--- src/rtl/dac_spi_serializer.sv ---
// Unpacks 3-byte DAC engine bursts into two 12-bit codes, shifts them out as
// 16-bit SPI frames to a dual serial DAC, and issues LDAC pulses on request.
module dac_spi_serializer #(
  parameter int unsigned CLK_DIV    = 2,
  parameter int unsigned GAP        = 2,
  parameter int unsigned LDAC_WIDTH = 2,
  parameter logic        BUF        = 1'b1
) (
  input  logic       ti_clk,
  input  logic       rst,
  input  logic [7:0] dac_data,
  input  logic       dac_data_en,
  input  logic       dac_set,
  output logic       sclk,
  output logic       sync_n,
  output logic       sdin,
  output logic       ldac_n,
  output logic       busy,
  output logic       err_len,
  output logic       err_ovf
);

  localparam int unsigned CNT_W   = 8;
  localparam int unsigned BYTE_W  = 8;
  localparam int unsigned WORD_W  = 24;
  localparam int unsigned CODE_W  = 12;
  localparam int unsigned FRAME_W = 16;
  localparam int unsigned HALF_W  = 5;
  localparam int unsigned NB_W    = 3;

  localparam logic [CNT_W-1:0]  DIV_LAST  = CNT_W'(CLK_DIV - 1);
  localparam logic [CNT_W-1:0]  GAP_LAST  = CNT_W'(GAP - 1);
  localparam logic [CNT_W-1:0]  LDAC_LAST = CNT_W'(LDAC_WIDTH - 1);
  localparam logic [HALF_W-1:0] HALF_LAST = HALF_W'(2 * FRAME_W - 1);
  localparam logic [NB_W-1:0]   NB_WORD   = NB_W'(3);
  localparam logic [NB_W-1:0]   NB_SAT    = NB_W'(4);

  typedef enum logic [2:0] {
    S_IDLE    = 3'd0,
    S_SHIFT_A = 3'd1,
    S_GAP_A   = 3'd2,
    S_SHIFT_B = 3'd3,
    S_GAP_B   = 3'd4,
    S_LDAC    = 3'd5
  } state_t;

  function automatic logic [FRAME_W-1:0] frame_a(input logic [WORD_W-1:0] w);
    return {1'b0, BUF, 2'b00, w[WORD_W-1:CODE_W]};
  endfunction

  function automatic logic [FRAME_W-1:0] frame_b(input logic [WORD_W-1:0] w);
    return {1'b1, BUF, 2'b00, w[CODE_W-1:0]};
  endfunction

  state_t              r_state;
  logic                r_en_d;
  logic                r_set_d;
  logic [WORD_W-1:0]   r_collect;
  logic [NB_W-1:0]     r_nbytes;
  logic [WORD_W-1:0]   r_word;
  logic [FRAME_W-1:0]  r_frame;
  logic [WORD_W-1:0]   r_pend;
  logic                r_pend_vld;
  logic                r_ldac_req;
  logic [CNT_W-1:0]    r_div;
  logic [HALF_W-1:0]   r_half;
  logic [CNT_W-1:0]    r_cnt;
  logic                r_sclk;
  logic                r_sync_n;
  logic                r_sdin;
  logic                r_ldac_n;
  logic                r_busy;
  logic                r_err_len;
  logic                r_err_ovf;

  logic                w_burst_end;
  logic                w_word_vld;
  logic                w_set_rise;
  logic                w_req_any;
  logic                w_div_last;
  logic                w_gap_last;
  logic                w_ldac_last;
  logic                w_load_pt;
  logic                w_take;
  logic                w_ldac_enter;
  logic                w_shifting;
  logic [WORD_W-1:0]   w_next_word;

  // Burst evaluation happens on the first cycle with the enable low again.
  assign w_burst_end = r_en_d & ~dac_data_en;
  assign w_word_vld  = w_burst_end & (r_nbytes == NB_WORD);
  assign w_set_rise  = dac_set & ~r_set_d;
  assign w_req_any   = r_ldac_req | w_set_rise;

  assign w_div_last  = (r_div == DIV_LAST);
  assign w_gap_last  = (r_cnt == GAP_LAST);
  assign w_ldac_last = (r_cnt == LDAC_LAST);
  assign w_shifting  = (r_state == S_SHIFT_A) | (r_state == S_SHIFT_B);

  // Points where the shifter can accept a new word; a pending word is older
  // than one arriving this cycle, so it goes first.
  assign w_load_pt   = (r_state == S_IDLE)
                     | ((r_state == S_GAP_B) & w_gap_last)
                     | ((r_state == S_LDAC) & w_ldac_last);
  assign w_take      = w_load_pt & (r_pend_vld | w_word_vld);
  assign w_next_word = r_pend_vld ? r_pend : r_collect;

  assign w_ldac_enter = ~w_take & w_req_any &
                        ((r_state == S_IDLE) | ((r_state == S_GAP_B) & w_gap_last));

  // Byte collector and edge detectors.
  always_ff @(posedge ti_clk) begin
    if (rst) begin
      r_en_d    <= 1'b0;
      r_set_d   <= 1'b0;
      r_collect <= '0;
      r_nbytes  <= '0;
      r_err_len <= 1'b0;
    end else begin
      r_en_d  <= dac_data_en;
      r_set_d <= dac_set;
      if (dac_data_en) begin
        r_collect <= {r_collect[WORD_W-BYTE_W-1:0], dac_data};
        if (r_nbytes != NB_SAT) r_nbytes <= r_nbytes + NB_W'(1);
      end else if (w_burst_end) begin
        r_nbytes <= '0;
        if (r_nbytes != NB_WORD) r_err_len <= 1'b1;
      end
    end
  end

  // Pending slot and LDAC request.
  always_ff @(posedge ti_clk) begin
    if (rst) begin
      r_pend     <= '0;
      r_pend_vld <= 1'b0;
      r_err_ovf  <= 1'b0;
      r_ldac_req <= 1'b0;
    end else begin
      if (w_take) begin
        if (r_pend_vld && w_word_vld) r_pend <= r_collect;
        else                          r_pend_vld <= 1'b0;
      end else if (w_word_vld) begin
        if (!r_pend_vld) begin
          r_pend     <= r_collect;
          r_pend_vld <= 1'b1;
        end else begin
          r_err_ovf <= 1'b1;
        end
      end
      if (w_ldac_enter)    r_ldac_req <= 1'b0;
      else if (w_set_rise) r_ldac_req <= 1'b1;
    end
  end

  // Frame sequencer.
  always_ff @(posedge ti_clk) begin
    if (rst) begin
      r_state <= S_IDLE;
      r_word  <= '0;
      r_frame <= '0;
      r_div   <= '0;
      r_half  <= '0;
      r_cnt   <= '0;
    end else begin
      case (r_state)
        S_IDLE, S_GAP_B, S_LDAC: begin
          if (w_take) begin
            r_state <= S_SHIFT_A;
            r_word  <= w_next_word;
            r_frame <= frame_a(w_next_word);
            r_div   <= '0;
            r_half  <= '0;
          end else if (w_ldac_enter) begin
            r_state <= S_LDAC;
            r_cnt   <= '0;
          end else if (w_load_pt) begin
            r_state <= S_IDLE;
          end else begin
            r_cnt <= r_cnt + CNT_W'(1);
          end
        end
        S_SHIFT_A, S_SHIFT_B: begin
          if (w_div_last) begin
            r_div  <= '0;
            r_half <= r_half + HALF_W'(1);
            if (r_half[0]) r_frame <= {r_frame[FRAME_W-2:0], 1'b0};
            if (r_half == HALF_LAST) begin
              r_state <= (r_state == S_SHIFT_A) ? S_GAP_A : S_GAP_B;
              r_cnt   <= '0;
            end
          end else begin
            r_div <= r_div + CNT_W'(1);
          end
        end
        S_GAP_A: begin
          if (w_gap_last) begin
            r_state <= S_SHIFT_B;
            r_frame <= frame_b(r_word);
            r_div   <= '0;
            r_half  <= '0;
          end else begin
            r_cnt <= r_cnt + CNT_W'(1);
          end
        end
        default: r_state <= S_IDLE;
      endcase
    end
  end

  // Registered pin stage, one cycle behind the sequencer.
  always_ff @(posedge ti_clk) begin
    if (rst) begin
      r_sclk   <= 1'b1;
      r_sync_n <= 1'b1;
      r_sdin   <= 1'b0;
      r_ldac_n <= 1'b1;
      r_busy   <= 1'b0;
    end else begin
      r_sclk   <= w_shifting ? ~r_half[0] : 1'b1;
      r_sync_n <= ~w_shifting;
      r_sdin   <= w_shifting & r_frame[FRAME_W-1];
      r_ldac_n <= (r_state != S_LDAC);
      r_busy   <= (r_state != S_IDLE) | r_pend_vld | r_ldac_req;
    end
  end

  assign sclk    = r_sclk;
  assign sync_n  = r_sync_n;
  assign sdin    = r_sdin;
  assign ldac_n  = r_ldac_n;
  assign busy    = r_busy;
  assign err_len = r_err_len;
  assign err_ovf = r_err_ovf;

endmodule
--- config.mk ---
export PLATFORM = sky130hd
export DESIGN_NAME = dac_spi_serializer
export DESIGN_NICKNAME = d
export VERILOG_FILES = /design/src/rtl/dac_spi_serializer.sv
export SDC_FILE = /design/constraint.sdc
export NUM_CORES = 1
export LEC_CHECK = 0
export CAP_MARGIN = 10
export CORE_UTILIZATION = 61
export DETAILED_ROUTE_END_ITERATION = 7
export PLACE_DENSITY_LB_ADDON = 0.2
export SETUP_SLACK_MARGIN = 0.1
export SLEW_MARGIN = 15
export SYNTH_ARGS = -nofsm -noshare
export SYNTH_HDL_FRONTEND = slang
export SYNTH_SLANG_ARGS = --single-unit
--- constraint.sdc ---
create_clock -name ti_clk -period 2.6 [get_ports ti_clk]
set_clock_uncertainty 0.15 [all_clocks]
set_input_delay 0.26 -clock ti_clk [delete_from_list [all_inputs] [get_ports ti_clk]]
set_output_delay 0.26 -clock ti_clk [all_outputs]
set_load 0.03 [all_outputs]
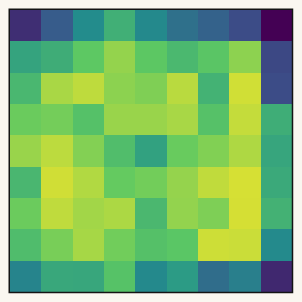
(cell area per tile)
Scale: 3 px per um. 9 x 9 tiles, from dark purple (low) to yellow (high), 0 to 100% covered.
1.2% of the tiles are nearly empty. The emptiest ninth of the die: upper right. 48% of the tiles are over 75% full.
Layout Utilization: 75.27%
Core ar.: 8175 sq um
FP Core Util: 62.99%

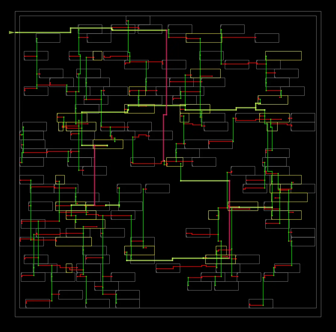
(clock wiring as the flow saved it)
Clock Sinks: 114
flop count: 114
clk pwr: 2400 uW
worst-skew pair later-pin latency: 0.52 ns

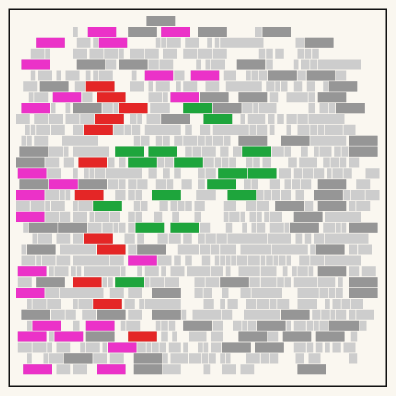
(sequential cells coloured by netlist name)
Scale: 4 px per um. Other sequential cells in the stronger grey, the rest of the logic in the fainter grey.
r_frame: shown in green, flops 16, where centre. r_word: shown in red, flops 12. r_collect: shown in magenta, flops 24.
Another 62 sequential cells are not coloured.
power in sequential cells: 1980 uW
Reg area: 2283 sq um
register share of the cell area: 37.11%

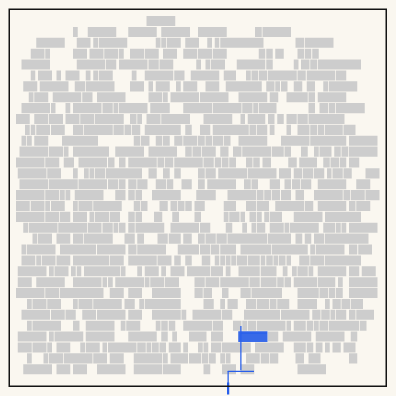
(port wiring)
Scale: 4 px per um.
err_ovf: shown in blue, bits 1, direction output, edge bottom, end cells 1, buffers 1, wire 27.0 um.
IO Count: 19
PortBufs: 18

==> reports/metrics.yaml <==
die:
  num_tap_cells: 105
  die-area_sq_um: 8814
  rows: 33
route:
  num_vias: 4338
  wl_met3_um: 578
  wl_mm: 11.70
  dr.pass1.iters: 5
  drtIter0Drc: 301
  wire_per_inst_um: 16.62
  postRouteAntennaNets: 0
finish:
  buffer_area_share_pct: 6.181
  area_growth_syn_to_layout_pct: 19.48
  logic_area_sq_um: 2703
  top_regs: "r_collect x24, r_pend x24, r_frame x16"
  comb_share_pct: 43.92
  comb_cells: 400
  nets: 608
  fillers: 570
  n_antenna_cell: 0
  final_common_cell: "dfxtp_1"
  lay_top_cells: "dfxtp_1, nor2_1, mux2i_1"
  nonClockInverterCount: 11
  clkbuf_count: 19
sta:
  whs_ns: 0.05197
  fin_crit_sh_pct: 92.05
  worst_slack_ns: 0.2067
  rsz0062_at_grt: "yes"
  tightest_slew_ns: 0.8812
  period_needed_ns: 2.393
  hold_viol_final: 0
clock_network:
  clk_path_buf_depth: 2
  cts-buffers-inserted: 17
  htreeDepth: 4
  cts_tree: "yes"
  ctsHoldBuffers: 1
  clk_pin_slew_worst_paths_ns: 0.06
  cts_setup_buffers: 0
  cts_resized: 2
worst_setup_path:
  startpoint: "r_cnt[1]$_SDFFE_PP0P_"
  critPathBufInv: 2
  start_kind: "flip-flop"
  cp_slowest_cell: "or4b_4"
  rr_worst_depth: 8
  crit-reg2reg-launch: "r_cnt[1]$_SDFFE_PP0P_"
  path_class: "flip-flop to flip-flop"
  cp_cell_sequence: "inv_1 > ha_1 > or4b_4 > o21ai_4 > and3_4 > buf_8 > nor2_1 > a211oi_1"
  critPathRequiredTime_ns: 2.86
  slowest_delay_ns: 0.54
  rrSetupSlack_ns: 0.21
  reg2reg_to: "r_word[4]$_SDFFE_PP0N_"
logic_synthesis:
  ys_cells: 565
  synth-edff-count: 0
  synth_area_per_cell_sq_um: 9.115
  top_cells_by_area: "dfxtp_1, mux2i_1, nor2_1"
  synth_top_cell_by_area: "dfxtp_1"
  synth_top_area_share_pct: 44.31
  synth_cell_types: 59
  ys.flops: 114
  logic_family: "simple AND/OR/NAND/NOR gates"
  mux_area_share_pct: 13.99
  yosys_warnings: 0
  ys_top_cells_by_count: "dfxtp_1, nor2_1, mux2i_1"
  synth.most_common_cell: "dfxtp_1"
pwr:
  combinationalPowerShare_pct: 23.2
  powerDensity_nw_per_um2: 927.6
  clockPowerShare_pct: 42.1
  power.switching_uw: 1751
  power.leakage_uw: 0.002511
  vdd_drop_max_mv: 0.6968
  maxPowerGroup: "the clock network"
  pwr-share-seq_pct: 34.7
grt:
  grtUsageMet2_pct: 50.00
  use_met3_pct: 6.796
  grt-ovfl-total: 0
  grt_start_max_net_pins: 88
  antenna_found_initial: 0
  grt.busiest_layer: "met2"
  grt_first_pass_wirelength_mm: 19.64
status:
  status: "complete, no violations"
place:
  pre_cts_ws_ns: -0.09623
  place_hpwl_mm: 7.111
  dp.cells: 669
job:
  tool_warnings: 30
  maxCapViolations: 0
worst_hold_path:
  holdPathEnd: "r_pend_vld$_SDFFE_PP0P_"
  min_delay_path_depth: 4
Power figures rest on the tool's default switching activity, not on a simulated workload.
